[config.mk]
export PLATFORM = sky130hd
export DESIGN_NAME = imem_fetch_sequencer
export DESIGN_NICKNAME = d
export VERILOG_FILES = /design/src/rtl/fetch_pkg.sv /design/src/rtl/fetch_next_pc.sv /design/src/rtl/imem_fetch_sequencer.sv
export SDC_FILE = /design/constraint.sdc
export NUM_CORES = 1
export LEC_CHECK = 0
export CAP_MARGIN = 20
export CORE_ASPECT_RATIO = 1.25
export CORE_MARGIN = 5
export CORE_UTILIZATION = 51
export CTS_CLUSTER_SIZE = 25
export DETAILED_ROUTE_END_ITERATION = 6
export DONT_BUFFER_PORTS = 1
export PLACE_DENSITY = 0.66
export SKIP_LAST_GASP = 1
export SYNTH_ARGS = -nofsm -noshare
export SYNTH_HDL_FRONTEND = slang
export SYNTH_SLANG_ARGS = --single-unit
[constraint.sdc]
create_clock -name i_clk -period 2.35 [get_ports i_clk]
set_clock_uncertainty 0.2 [all_clocks]
set_input_delay 0.47 -clock i_clk [delete_from_list [all_inputs] [get_ports i_clk]]
set_output_delay 0.47 -clock i_clk [all_outputs]
set_load 0.05 [all_outputs]
[src/rtl/fetch_pkg.sv]
// Shared types and default sizes for the instruction-memory fetch sequencer.
package fetch_pkg;

    typedef enum logic [1:0] {
        IDLE = 2'd0,
        LOAD = 2'd1,
        RUN  = 2'd2,
        HALT = 2'd3
    } fetch_state_t;

    localparam int FETCH_DW       = 20;
    localparam int FETCH_AW       = 8;
    localparam int FETCH_MEM_SIZE = 256;
    localparam int FETCH_RESET_PC = 0;

endpackage

[src/rtl/fetch_next_pc.sv]
// Combinational next-PC selection for the RUN state: halt, branch redirect, stall hold,
// end-of-memory detection and increment, in that priority order.
module fetch_next_pc #(
    parameter int ADDRESS_WIDTH = 8,
    parameter int MEM_SIZE      = 256
) (
    input  logic [ADDRESS_WIDTH-1:0] i_pc,
    input  logic                     i_halt_req,
    input  logic                     i_branch_taken,
    input  logic [ADDRESS_WIDTH-1:0] i_branch_target,
    input  logic                     i_stall,
    output logic [ADDRESS_WIDTH-1:0] o_next_pc,
    output logic                     o_halt,
    output logic                     o_err
);

    // Range checks are done one bit wider so MEM_SIZE == 2**ADDRESS_WIDTH is representable.
    localparam logic [ADDRESS_WIDTH:0] LP_MEM_SIZE = (ADDRESS_WIDTH+1)'(MEM_SIZE);
    localparam logic [ADDRESS_WIDTH:0] LP_LAST     = (ADDRESS_WIDTH+1)'(MEM_SIZE - 1);

    always_comb begin
        o_next_pc = i_pc;
        o_halt    = 1'b0;
        o_err     = 1'b0;
        if (i_halt_req) begin
            o_halt = 1'b1;
        end else if (i_branch_taken) begin
            if ({1'b0, i_branch_target} < LP_MEM_SIZE) begin
                o_next_pc = i_branch_target;
            end else begin
                o_err  = 1'b1;
                o_halt = 1'b1;
            end
        end else if (i_stall) begin
            o_next_pc = i_pc;
        end else if ({1'b0, i_pc} == LP_LAST) begin
            o_err  = 1'b1;
            o_halt = 1'b1;
        end else begin
            o_next_pc = i_pc + ADDRESS_WIDTH'(1);
        end
    end

endmodule

[src/rtl/imem_fetch_sequencer.sv]
// Owns the instruction-memory port: streams program words in (LOAD) and sequences the PC (RUN).
// Optional FETCH_PERF_CNT_EN adds saturating fetch/stall performance counters.
module imem_fetch_sequencer
    import fetch_pkg::*;
#(
    parameter int DATA_WIDTH    = FETCH_DW,
    parameter int ADDRESS_WIDTH = FETCH_AW,
    parameter int MEM_SIZE      = FETCH_MEM_SIZE,
    parameter int RESET_PC      = FETCH_RESET_PC
) (
    input  logic                     i_clk,
    input  logic                     i_rst_n,
    input  logic                     i_run_start,
    input  logic                     i_ld_start,
    input  logic                     i_halt_req,
    input  logic                     i_stall,
    input  logic                     i_branch_taken,
    input  logic [ADDRESS_WIDTH-1:0] i_branch_target,
    input  logic                     i_ld_valid,
    input  logic                     i_ld_last,
    input  logic [DATA_WIDTH-1:0]    i_ld_data,
    output logic                     o_ld_ready,
    output logic [ADDRESS_WIDTH-1:0] o_imem_addr,
    output logic                     o_imem_we,
    output logic [DATA_WIDTH-1:0]    o_imem_wdata,
    output logic                     o_fetch_valid,
    output logic [ADDRESS_WIDTH-1:0] o_pc,
    output logic                     o_halted,
    output logic                     o_fetch_err,
    output logic [ADDRESS_WIDTH:0]   o_load_count
`ifdef FETCH_PERF_CNT_EN
    ,
    output logic [31:0]              o_perf_fetch_cnt,
    output logic [31:0]              o_perf_stall_cnt
`endif
);

    localparam logic [ADDRESS_WIDTH:0]   LP_LAST     = (ADDRESS_WIDTH+1)'(MEM_SIZE - 1);
    localparam logic [ADDRESS_WIDTH-1:0] LP_RESET_PC = ADDRESS_WIDTH'(RESET_PC);

    fetch_state_t               r_state;
    fetch_state_t               w_state_next;
    logic [ADDRESS_WIDTH-1:0]   r_pc;
    logic [ADDRESS_WIDTH-1:0]   r_load_ptr;
    logic [ADDRESS_WIDTH:0]     r_load_count;
    logic                       r_fetch_err;
    logic [ADDRESS_WIDTH-1:0]   w_next_pc;
    logic                       w_go_halt;
    logic                       w_set_err;
    logic                       w_accept;
    logic                       w_load_done;

    fetch_next_pc #(
        .ADDRESS_WIDTH (ADDRESS_WIDTH),
        .MEM_SIZE      (MEM_SIZE)
    ) u_next_pc (
        .i_pc            (r_pc),
        .i_halt_req      (i_halt_req),
        .i_branch_taken  (i_branch_taken),
        .i_branch_target (i_branch_target),
        .i_stall         (i_stall),
        .o_next_pc       (w_next_pc),
        .o_halt          (w_go_halt),
        .o_err           (w_set_err)
    );

    assign w_accept    = (r_state == LOAD) && i_ld_valid;
    assign w_load_done = w_accept && (i_ld_last || ({1'b0, r_load_ptr} == LP_LAST));

    always_comb begin
        w_state_next = r_state;
        case (r_state)
            IDLE: begin
                if (i_ld_start)       w_state_next = LOAD;
                else if (i_run_start) w_state_next = RUN;
            end
            LOAD: if (w_load_done) w_state_next = IDLE;
            RUN:  if (w_go_halt)   w_state_next = HALT;
            HALT: begin
                if (i_ld_start)       w_state_next = LOAD;
                else if (i_run_start) w_state_next = RUN;
            end
            default: w_state_next = IDLE;
        endcase
    end

    always_comb begin
        o_ld_ready    = 1'b0;
        o_imem_we     = 1'b0;
        o_imem_addr   = '0;
        o_fetch_valid = 1'b0;
        case (r_state)
            LOAD: begin
                o_ld_ready  = 1'b1;
                o_imem_we   = i_ld_valid;
                o_imem_addr = r_load_ptr;
            end
            RUN: begin
                o_imem_addr   = r_pc;
                o_fetch_valid = ~i_stall;
            end
            default: ;
        endcase
    end

    assign o_imem_wdata = i_ld_data;
    assign o_pc         = r_pc;
    assign o_halted     = (r_state == HALT);
    assign o_fetch_err  = r_fetch_err;
    assign o_load_count = r_load_count;

    always_ff @(posedge i_clk or negedge i_rst_n) begin
        if (!i_rst_n) begin
            r_state      <= IDLE;
            r_pc         <= LP_RESET_PC;
            r_load_ptr   <= '0;
            r_load_count <= '0;
            r_fetch_err  <= 1'b0;
        end else begin
            r_state <= w_state_next;
            case (r_state)
                IDLE, HALT: begin
                    // HALT resumes at the held PC; only a start from IDLE rewinds it.
                    if (i_ld_start) begin
                        r_load_ptr <= '0;
                    end else if (i_run_start) begin
                        r_fetch_err <= 1'b0;
                        if (r_state == IDLE) r_pc <= LP_RESET_PC;
                    end
                end
                LOAD: begin
                    if (w_accept) begin
                        r_load_ptr <= r_load_ptr + ADDRESS_WIDTH'(1);
                        if (w_load_done) r_load_count <= {1'b0, r_load_ptr} + (ADDRESS_WIDTH+1)'(1);
                    end
                end
                RUN: begin
                    r_pc <= w_next_pc;
                    if (w_set_err) r_fetch_err <= 1'b1;
                end
                default: ;
            endcase
        end
    end

`ifdef FETCH_PERF_CNT_EN
    logic [31:0] r_perf_fetch_cnt;
    logic [31:0] r_perf_stall_cnt;
    logic        w_run_from_idle;

    assign w_run_from_idle = (r_state == IDLE) && !i_ld_start && i_run_start;

    always_ff @(posedge i_clk or negedge i_rst_n) begin
        if (!i_rst_n) begin
            r_perf_fetch_cnt <= '0;
            r_perf_stall_cnt <= '0;
        end else if (w_run_from_idle) begin
            r_perf_fetch_cnt <= '0;
            r_perf_stall_cnt <= '0;
        end else if (r_state == RUN) begin
            if (!i_stall && (r_perf_fetch_cnt != '1)) r_perf_fetch_cnt <= r_perf_fetch_cnt + 32'd1;
            if (i_stall && (r_perf_stall_cnt != '1))  r_perf_stall_cnt <= r_perf_stall_cnt + 32'd1;
        end
    end

    assign o_perf_fetch_cnt = r_perf_fetch_cnt;
    assign o_perf_stall_cnt = r_perf_stall_cnt;
`endif

endmodule

Clock wires, drivers and flops:
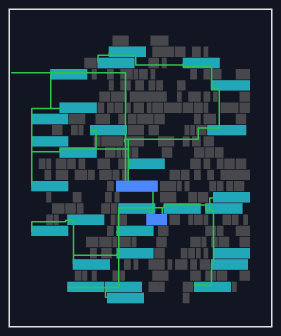
Key: blue = clock-net drivers [count 3]; cyan = flip-flops [count 28]; green = clock wires [length 356 um]
Position of the flops: spread over the die.
P_clk: 0.000301 W
clock group share of total power: 13.7%

Met3 routing:
Cells faint in the background.
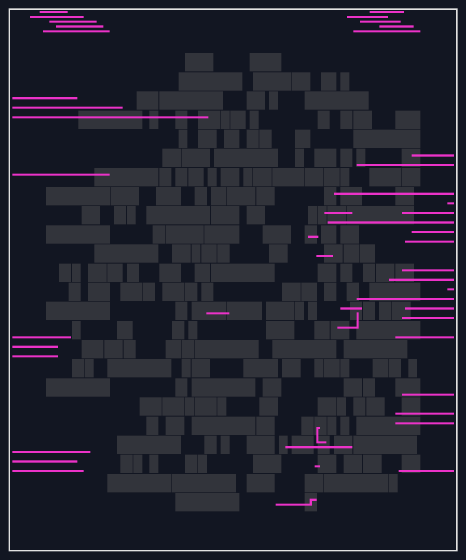
The layer carries 372 um of wire. The layer holds 8.1% of the routed length.

==> results.tsv <==
stage	metric	value	unit
floorplanning	Die Span X	63.4	um
timing	max-slew violation total from the final report	0	
logic_synthesis	number of standard cells reported by yosys	214	
min_path	startpoint of the tightest hold check path	i_branch_target[0]	
setup_path	Reg2Reg Launch Point	r_load_ptr[1]	
setup_path	Worst Path Required	1680	ps
logic_synthesis	Yosys chip area	1820	sq um
floorplanning	die footprint	4870	sq um
routing	antenna-violating nets left	0	
logic_synthesis	top flip-flop cell by instance count after synthesis	sky130_fd_sc_hd__dfrtp_1	
clock_network	clock latency of the later-clocked register in the worst-skew pair	270	ps
setup_path	largest fanout on the critical path	11	
global_route	sum of overflow across all layers after global routing	0	
floorplanning	Core Area	3480	sq um
clock_network	clk sinks	28	
placed_design	count of input and output buffers	0	
placed_design	placer congestion estimate	0.877	
global_route	vias in the first global route	1531	
outcome	run status	finished, final reports clean	
layout	top logic cell by instance count in the layout	sky130_fd_sc_hd__dfrtp_1	
pwr	IR drop worst, VDD	1220	uV
logic_synthesis	cell count after synthesis	214	
layout	final std cells w/o fill	247	
timing	final setup vio count	0	
layout	final-stage net count	252	
setup_path	Worst Setup End Kind	output port	
layout	Layout Area Growth over Synthesis	9.00	%
setup_path	sort of element at the start of the critical path	register	
logic_synthesis	flip-flops with a built-in enable	0	
setup_path	cell count of the worst reg-to-reg path	6	
floorplanning	height of the die	76.8	um
min_path	hold path cells	2	
clock_network	clock-pin transition on the worst setup and hold timing paths	100	ps
clock_network	CTS root buf	sky130_fd_sc_hd__clkbuf_8	
timing	count of endpoints failing hold in the final timing report	0	
Track usage over the die:
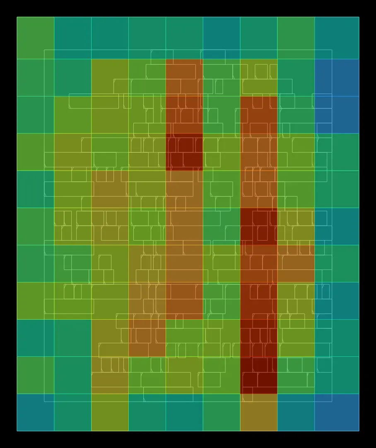
met3 usage in global routing: 6.87%
fraction of the core area covered by cells at the end of the flow: 57.0%
overall global routing resource usage: 18.8%
average wire per standard cell: 18.5 um

-- registers in the layout, summed over array words and instances (netlist names) --
| register | flops |
|---|---|
| o_fetch_err | 1 |
| r_load_ptr | 8 |
| o_load_count | 9 |
| r_state | 2 |
| o_pc | 8 |
-- kinds of logic after synthesis --
logic type,share of synthesized area (%)
AND-OR/OR-AND,21.4
XOR/XNOR,2.89
adder cells (fa/ha/maj),4.12
buffers and inverters,12.2
flip-flops,38.5
multiplexers,2.41
AND/OR/NAND/NOR,18.4
-- timing repair --
| item | CTS | global route |
|---|---|---|
| setup endpoints to repair | 2 | 2 |
| pin swaps | 0 | 0 |
| hold endpoints to repair | 28 | 0 |
| gates resized | 1 | 2 |
| hold buffers | 2 | 0 |
-- critical path: stages (launching register included) --
cell                      delay (ps)
sky130_fd_sc_hd__dfrtp_1         450
sky130_fd_sc_hd__inv_1           100
sky130_fd_sc_hd__ha_2            310
sky130_fd_sc_hd__a22oi_1         140
sky130_fd_sc_hd__nor2_4          310
-- synth_stat cells, drive strengths merged (2+ instances only) --
cell     n  area (sq um)
xor2     4          35.0
a31oi    2          12.5
a21oi   11          58.8
nand2   17          63.8
dfrtp   28           701
a22oi    9          67.6
buf     24           170
xnor2    2          17.5
o21ai   25           125
mux2     3          33.8
or3      2          12.5
inv      6          22.5
o31ai   12          90.1
nand3    6          30.0
and4     2          17.5
nor2b    3          18.8
nor2    21          78.8
nor4     2          12.5
clkbuf   8          30.0
nand2b   4          25.0
and2     2          12.5
nor3     3          15.0
and3     4          25.0
ha       6          75.1
-- report_power, final --
part / internal [W] / switching, W
combinational: 0.000381 / 0.000822
sequential: 0.000567 / 0.000122
clock: 0.000150 / 0.000151
total: 0.00110 / 0.00110
-- metal layers --
layer | wire length, um | vias to the layer above | part of all wire [%] | GRT usage, %
met5 | 0 | - | 0 | 0
met4 | 60 | 0 | 1.3 | 4.57
met3 | 371 | 5 | 8.1 | 6.87
met2 | 2400 | 68 | 53 | 32.8
met1 | 1740 | 738 | 38 | 21.4
li1 | - | 727 | - | -
-- path summary, 6_finish.rpt --
kind                                   to  slack [ps]
max                        o_imem_addr[4]          80
min                               o_pc[0]         160
max reg2reg                    r_state[1]         140
min reg2reg                 r_load_ptr[6]         390
max in group asynchronous   r_load_ptr[4]        1350
min in group asynchronous      r_state[1]         440
-- per-stage QoR --
stage / hold slack [ps] / TNS (ps) / instance area [sq um] / setup WS [ps]
finish: 162 / 0 / 1980 / 84.7
global placement: -24.9 / 0 / 1880 / 205
floorplan: -25.6 / 0 / 1890 / 118
CTS: 153 / 0 / 1970 / 97.8
global route: 170 / -7.41 / 1980 / -6.09
detailed placement: -24.9 / 0 / 1880 / 114
-- layout make-up --
cell class	instances	area [sq um]
Sequential cell	28	703
Timing Repair Buffer	22	180
Tap cell	39	48.8
Fill cell	321	1500
Multi-Input combinational cell	148	975
Clock buffer	4	55.1
Inverter	6	22.5
Power is estimated from default activity; no workload was simulated.
